m4.png
Scale bar: 100 um.
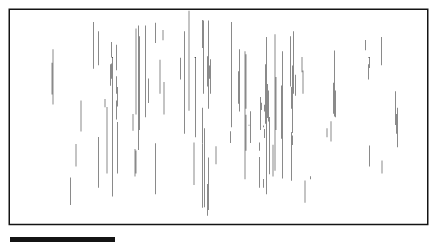
class_map.png
Scale bar: 100 um. Fill, decap, tap and diode cells in grey.
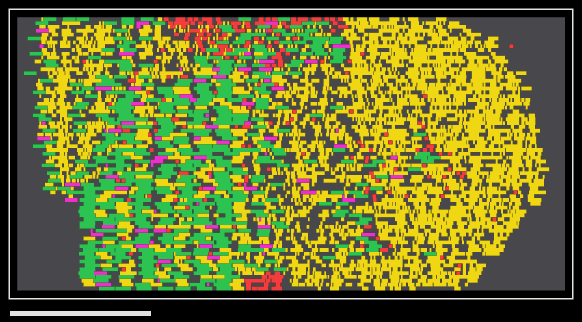
File: src/rtl/rpn_calc_pkg.sv
// Shared encodings for the RPN calculator core: opcodes, error codes and FSM states.
package rpn_calc_pkg;

  localparam logic [2:0] OP_PUSH = 3'd0;
  localparam logic [2:0] OP_ADD  = 3'd1;
  localparam logic [2:0] OP_SUB  = 3'd2;
  localparam logic [2:0] OP_MUL  = 3'd3;
  localparam logic [2:0] OP_DIV  = 3'd4;
  localparam logic [2:0] OP_EQ   = 3'd5;
  localparam logic [2:0] OP_CLR  = 3'd6;

  localparam logic [1:0] ERR_NONE      = 2'd0;
  localparam logic [1:0] ERR_OVERFLOW  = 2'd1;
  localparam logic [1:0] ERR_UNDERFLOW = 2'd2;
  localparam logic [1:0] ERR_DIVZERO   = 2'd3;

  localparam logic [1:0] ST_IDLE     = 2'd0;
  localparam logic [1:0] ST_EXEC     = 2'd1;
  localparam logic [1:0] ST_DIV_BUSY = 2'd2;
  localparam logic [1:0] ST_ERROR    = 2'd3;

  // Two-operand arithmetic tokens; these all consume the top two stack entries.
  function automatic logic is_binary_op(input logic [2:0] op);
    return (op == OP_ADD) || (op == OP_SUB) || (op == OP_MUL) || (op == OP_DIV);
  endfunction

endpackage

File: src/rtl/rpn_stack_calc_seq_divider.sv
// Restoring unsigned divider: one quotient bit per cycle, done pulses WIDTH cycles after start.
module seq_divider #(
  parameter int WIDTH = 32
) (
  input  logic             clk,
  input  logic             reset,
  input  logic             start,
  input  logic [WIDTH-1:0] dividend,
  input  logic [WIDTH-1:0] divisor,
  output logic             done,
  output logic [WIDTH-1:0] quotient
);

  localparam int CW = $clog2(WIDTH + 1);

  logic [WIDTH-1:0] rem_reg;
  logic [WIDTH-1:0] quo_reg;
  logic [WIDTH-1:0] div_reg;
  logic [CW-1:0]    cnt_reg;
  logic             run_reg;
  logic             done_reg;

  logic [WIDTH:0]   shifted;
  logic             fits;
  logic [WIDTH-1:0] diff;

  // The dividend shifts out of quo_reg MSB-first while quotient bits shift in at the LSB.
  assign shifted = {rem_reg, quo_reg[WIDTH-1]};
  assign fits    = shifted >= {1'b0, div_reg};
  assign diff    = shifted[WIDTH-1:0] - div_reg;

  always_ff @(posedge clk or posedge reset) begin
    if (reset) begin
      rem_reg  <= '0;
      quo_reg  <= '0;
      div_reg  <= '0;
      cnt_reg  <= '0;
      run_reg  <= 1'b0;
      done_reg <= 1'b0;
    end else begin
      done_reg <= 1'b0;
      if (start) begin
        rem_reg <= '0;
        quo_reg <= dividend;
        div_reg <= divisor;
        cnt_reg <= '0;
        run_reg <= 1'b1;
      end else if (run_reg) begin
        rem_reg <= fits ? diff : shifted[WIDTH-1:0];
        quo_reg <= {quo_reg[WIDTH-2:0], fits};
        cnt_reg <= cnt_reg + CW'(1);
        if (cnt_reg == CW'(WIDTH - 1)) begin
          run_reg  <= 1'b0;
          done_reg <= 1'b1;
        end
      end
    end
  end

  assign done     = done_reg;
  assign quotient = quo_reg;

endmodule

File: src/rtl/rpn_stack_calc.sv
// RPN calculator core: operand stack, single-cycle ADD/SUB/MUL, sequential DIV, sticky errors.
module rpn_stack_calc
  import rpn_calc_pkg::*;
#(
  parameter int WIDTH = 32,
  parameter int DEPTH = 8,
  parameter int CNT_W = $clog2(DEPTH + 1)
) (
  input  logic             clk,
  input  logic             reset,
  input  logic             in_valid,
  output logic             in_ready,
  input  logic [2:0]       in_op,
  input  logic [WIDTH-1:0] in_data,
  output logic [WIDTH-1:0] answer,
  output logic             answer_valid,
  output logic [WIDTH-1:0] top_value,
  output logic [CNT_W-1:0] depth_count,
  output logic             busy,
  output logic             err,
  output logic [1:0]       err_code
);

  localparam int IDX_W = $clog2(DEPTH);

  logic [WIDTH-1:0] stack_reg [DEPTH];

  logic [1:0]       state_reg, state_next;
  logic [CNT_W-1:0] count_reg, count_next;
  logic [WIDTH-1:0] a_reg, a_next;
  logic [WIDTH-1:0] b_reg, b_next;
  logic [2:0]       op_reg, op_next;
  logic [WIDTH-1:0] answer_reg, answer_next;
  logic             answer_valid_reg, answer_valid_next;
  logic             err_reg, err_next;
  logic [1:0]       err_code_reg, err_code_next;

  logic             wr_en;
  logic [IDX_W-1:0] wr_idx;
  logic [WIDTH-1:0] wr_data;

  logic [IDX_W-1:0] top_idx, sec_idx;
  logic [WIDTH-1:0] top_word, sec_word;
  logic [WIDTH-1:0] exec_result;
  logic             accept, empty, full, has_two;
  logic             div_start, div_done;
  logic [WIDTH-1:0] div_quotient;

  assign top_idx  = IDX_W'(count_reg - CNT_W'(1));
  assign sec_idx  = IDX_W'(count_reg - CNT_W'(2));
  assign top_word = stack_reg[top_idx];
  assign sec_word = stack_reg[sec_idx];

  assign empty   = (count_reg == '0);
  assign full    = (count_reg == CNT_W'(DEPTH));
  assign has_two = (count_reg >= CNT_W'(2));

  assign in_ready = (state_reg == ST_IDLE) || (state_reg == ST_ERROR);
  assign busy     = (state_reg == ST_EXEC) || (state_reg == ST_DIV_BUSY);
  assign accept   = in_valid && in_ready;

  // The divider loads on the accepting edge straight from the stack so the quotient is
  // ready WIDTH+1 edges later; a zero divisor never starts it.
  assign div_start = (state_reg == ST_IDLE) && accept && (in_op == OP_DIV) &&
                     has_two && (top_word != '0);

  always_comb begin
    exec_result = '0;
    case (op_reg)
      OP_ADD:  exec_result = b_reg + a_reg;
      OP_SUB:  exec_result = b_reg - a_reg;
      default: exec_result = b_reg * a_reg;
    endcase
  end

  always_comb begin
    state_next        = state_reg;
    count_next        = count_reg;
    a_next            = a_reg;
    b_next            = b_reg;
    op_next           = op_reg;
    answer_next       = answer_reg;
    answer_valid_next = 1'b0;
    err_next          = err_reg;
    err_code_next     = err_code_reg;
    wr_en             = 1'b0;
    wr_idx            = '0;
    wr_data           = '0;

    case (state_reg)
      ST_IDLE: begin
        if (accept) begin
          if (in_op == OP_PUSH) begin
            if (full) begin
              state_next    = ST_ERROR;
              err_next      = 1'b1;
              err_code_next = ERR_OVERFLOW;
            end else begin
              wr_en      = 1'b1;
              wr_idx     = IDX_W'(count_reg);
              wr_data    = in_data;
              count_next = count_reg + CNT_W'(1);
            end
          end else if (is_binary_op(in_op)) begin
            if (!has_two) begin
              state_next    = ST_ERROR;
              err_next      = 1'b1;
              err_code_next = ERR_UNDERFLOW;
            end else begin
              a_next     = top_word;
              b_next     = sec_word;
              op_next    = in_op;
              state_next = (in_op == OP_DIV) ? ST_DIV_BUSY : ST_EXEC;
            end
          end else if (in_op == OP_EQ) begin
            if (empty) begin
              state_next    = ST_ERROR;
              err_next      = 1'b1;
              err_code_next = ERR_UNDERFLOW;
            end else begin
              answer_next       = top_word;
              answer_valid_next = 1'b1;
            end
          end else if (in_op == OP_CLR) begin
            count_next    = '0;
            answer_next   = '0;
            err_next      = 1'b0;
            err_code_next = ERR_NONE;
          end
        end
      end

      ST_EXEC: begin
        wr_en      = 1'b1;
        wr_idx     = sec_idx;
        wr_data    = exec_result;
        count_next = count_reg - CNT_W'(1);
        state_next = ST_IDLE;
      end

      ST_DIV_BUSY: begin
        if (a_reg == '0) begin
          state_next    = ST_ERROR;
          err_next      = 1'b1;
          err_code_next = ERR_DIVZERO;
        end else if (div_done) begin
          wr_en      = 1'b1;
          wr_idx     = sec_idx;
          wr_data    = div_quotient;
          count_next = count_reg - CNT_W'(1);
          state_next = ST_IDLE;
        end
      end

      default: begin
        // Error state swallows everything except CLR so the keypad never stalls.
        if (accept && (in_op == OP_CLR)) begin
          state_next    = ST_IDLE;
          count_next    = '0;
          answer_next   = '0;
          err_next      = 1'b0;
          err_code_next = ERR_NONE;
        end
      end
    endcase
  end

  always_ff @(posedge clk or posedge reset) begin
    if (reset) begin
      state_reg        <= ST_IDLE;
      count_reg        <= '0;
      a_reg            <= '0;
      b_reg            <= '0;
      op_reg           <= OP_PUSH;
      answer_reg       <= '0;
      answer_valid_reg <= 1'b0;
      err_reg          <= 1'b0;
      err_code_reg     <= ERR_NONE;
    end else begin
      state_reg        <= state_next;
      count_reg        <= count_next;
      a_reg            <= a_next;
      b_reg            <= b_next;
      op_reg           <= op_next;
      answer_reg       <= answer_next;
      answer_valid_reg <= answer_valid_next;
      err_reg          <= err_next;
      err_code_reg     <= err_code_next;
    end
  end

  // Stack storage carries no reset; depth_count alone defines which entries are live.
  always_ff @(posedge clk) begin
    if (wr_en) begin
      stack_reg[wr_idx] <= wr_data;
    end
  end

  seq_divider #(
    .WIDTH(WIDTH)
  ) u_div (
    .clk     (clk),
    .reset   (reset),
    .start   (div_start),
    .dividend(sec_word),
    .divisor (top_word),
    .done    (div_done),
    .quotient(div_quotient)
  );

  assign answer       = answer_reg;
  assign answer_valid = answer_valid_reg;
  assign top_value    = empty ? '0 : top_word;
  assign depth_count  = count_reg;
  assign err          = err_reg;
  assign err_code     = err_code_reg;

endmodule

File: config.mk
export PLATFORM = sky130hd
export DESIGN_NAME = rpn_stack_calc
export DESIGN_NICKNAME = d
export VERILOG_FILES = /design/src/rtl/rpn_calc_pkg.sv /design/src/rtl/rpn_stack_calc_seq_divider.sv /design/src/rtl/rpn_stack_calc.sv
export SDC_FILE = /design/constraint.sdc
export NUM_CORES = 2
export LEC_CHECK = 0
export CAP_MARGIN = 0
export CORE_ASPECT_RATIO = 0.5
export CORE_MARGIN = 5
export CORE_UTILIZATION = 55
export CTS_CLUSTER_SIZE = 28
export DETAILED_ROUTE_END_ITERATION = 12
export PLACE_DENSITY = 0.72
export SLEW_MARGIN = 5
export SYNTH_ARGS = -nofsm -noshare
export SYNTH_HDL_FRONTEND = slang
export SYNTH_SLANG_ARGS = --single-unit
File: constraint.sdc
create_clock -name clk -period 8.5 [get_ports clk]
set_clock_uncertainty 0.05 [all_clocks]
set_input_delay 0.85 -clock clk [delete_from_list [all_inputs] [get_ports clk]]
set_output_delay 0.85 -clock clk [all_outputs]
set_load 0.01 [all_outputs]
==> results.txt <==
Implementation results.

The run finished with clean final reports. Per the run report, area growth between synthesis and finish was 9.798%. The largest family of logic cells by area is adder cells. Per the GRT log, the top usage layer is met2.

The highest clock rate this design can be run at is 123.1 MHz. In the layout the commonest cells are 451 x inv_1, 410 x fa_1, 353 x nand2_1. The post-synth register bit count is 469.

In the detailed route, the total length drawn on met2 is 53.80 mm. TritonCTS built the clock tree. For flop-to-flop paths, the worst setup slack is 380 ps. The root buffer selected by CTS is clkbuf_16.

The worst hold slack is 426.8 ps. From bottom edge to top edge, the die measures 203.7 um. The count of synthesis-stage warnings from yosys is 0.

The setup path with the least slack is of type flip-flop to flip-flop. The initial antenna violation count is 5. The maximum fanout encountered on the critical timing path is 14. The overall track demand over capacity in global routing is 0.3028. Per the post-synthesis report, the nets total 4536.

Before antenna repair, the detailed router went through 7 iterations. The post-synthesis sequential area ratio is 0.3153. The post-synth area from yosys stat is 41280 um2. The global routing report lists met2 layer usage as 0.4614. For this run, the leading register cell type out of synthesis is edfxtp_1. The reg-to-reg critical path endpoint is stack_reg[5][28]$_DFFE_PP_. Looking at the reg2reg group, the worst path starts from b_reg[10]$_DFFE_PP0P_.

The CTS report gives the tree buffer count as 46. On met1, the global router reports a usage of 0.4379. The final timing report lists a max-slew violation count of 0. The number of buffers inserted to repair setup after CTS is 0. The cell-mix breakdown from Yosys lists the compound-gate area share as 0.09419. Note that the worst hold path type here is flip-flop to flip-flop.

The remaining max-slew budget at the tightest pin is 0.1771. In this run, the synthesized area fraction spent on adder and majority cells is recorded as 0.2591. In the per-layer summary, the met1 wirelength comes to 49.62 mm. The sum of negative setup slack is 0 ps.

The met3 routing resource usage after global routing is 0.06903. After synthesis, the share of cell area in mux cells is 0.09510. The critical path contains buffers and inverters numbering 5 combined. The number of endpoints with negative hold slack in the final report is 0. Detailed routing placed a total of 14.15 mm of wire on met3. The clock period could shrink to 8121 ps.

Setup repair after global routing left no endpoint under its margin. Looking at the max-slew report, the worst-margin pin has a slew of 1231 ps. The final cycle utilization of the critical path is 0.9554. The launch instance of the worst min-delay path is answer[7]$_DFFE_PP0P_. The first global-routing pass estimated 186.6 mm of wire. The xor and xnor area share after synthesis is 0.03470. The OpenROAD report gives the critical path a data arrival time of 8390 ps.

The H-tree was split into 2 levels.
-- m4.png (at the start) --
main direction: vertical
share of all routed wire: 3.3%
nets with wire on the layer: 74
longest straight run: 150 um
vias after detailed routing: 30560
drt total wl: 121.6 mm

-- class_map.png (at the start) --
| class | colour | cells | share of their area |
|---|---|---|---|
| remaining logic cells | yellow | 3177 | 62% |
| remaining buffers and delay cells | red | 238 | 4.7% |
| clock drivers and dummy loads | magenta | 86 | 3.5% |
| registers | green | 469 | 30% |
Finished Core Util: 0.6060
placeable core area: 74800 um2
sequential share of cell area: 0.2874
Final Cell Area: 45330 um2

## layout make-up
| class | count | share of cell area |
|---|---|---|
| multi-input cells | 2725 | 0.5666 |
| flip-flops and latches | 469 | 0.2874 |
| repair buffers | 238 | 0.04610 |
| inverters | 452 | 0.03759 |
| clock buffers | 66 | 0.02937 |
| well taps | 1022 | 0.02821 |
| clock inverters | 20 | 0.004665 |
| diodes | 1 | 0.00005520 |
## worst register-to-register path, stage by stage (launching register included)
cell and delay, ps:
dfrtp_1 690, buf_4 340, nand2_1 110, fa_1 420, inv_1 70, fa_1 430, fa_1 570, inv_1 60
fa_1 470, inv_1 50, fa_1 480, fa_1 570, fa_1 420, fa_1 440, ha_1 350, and4_1 220
a221oi_1 340, a21oi_1 120, buf_4 180, o31ai_1 430, mux2i_1 320, a221oi_1 110, a21oi_1 600
## synthesized netlist by cell type (94+ instances only)
master    instances
a21oi_1         217
edfxtp_1        256
o21ai_0         114
inv_1           452
nand2_1         353
mux2i_1         102
ha_1            199
clkbuf_1        199
and2_1          318
dfrtp_1         213
nor2_1          244
mux4_2          128
fa_1            410
xnor2_1          94
## per-stage QoR
stage	cell area (um2)	setup slack, ps	std cells
final	45330	379.1	4993
after global routing	45330	43.38	4992
after CTS	45310	343.1	4992
after detailed placement	43770	411.8	4906
after global placement	43770	457.2	4906
after floorplan	41280	1134	3889
## logic make-up (layout without fill, tap and decap cells)
kind of cell	after synthesis	in the layout
AND/OR/NAND/NOR	1131	1131
adder cells (fa/ha/maj)	609	609
multiplexers	232	232
XOR/XNOR	162	162
AND-OR/OR-AND	591	591
flip-flops	469	469
other	0	1
buffers and inverters	695	776
## what timing repair did
item                       in CTS  in global routing
hold buffers                    0                  0
setup endpoints to repair       0                  8
resized                         0                  1
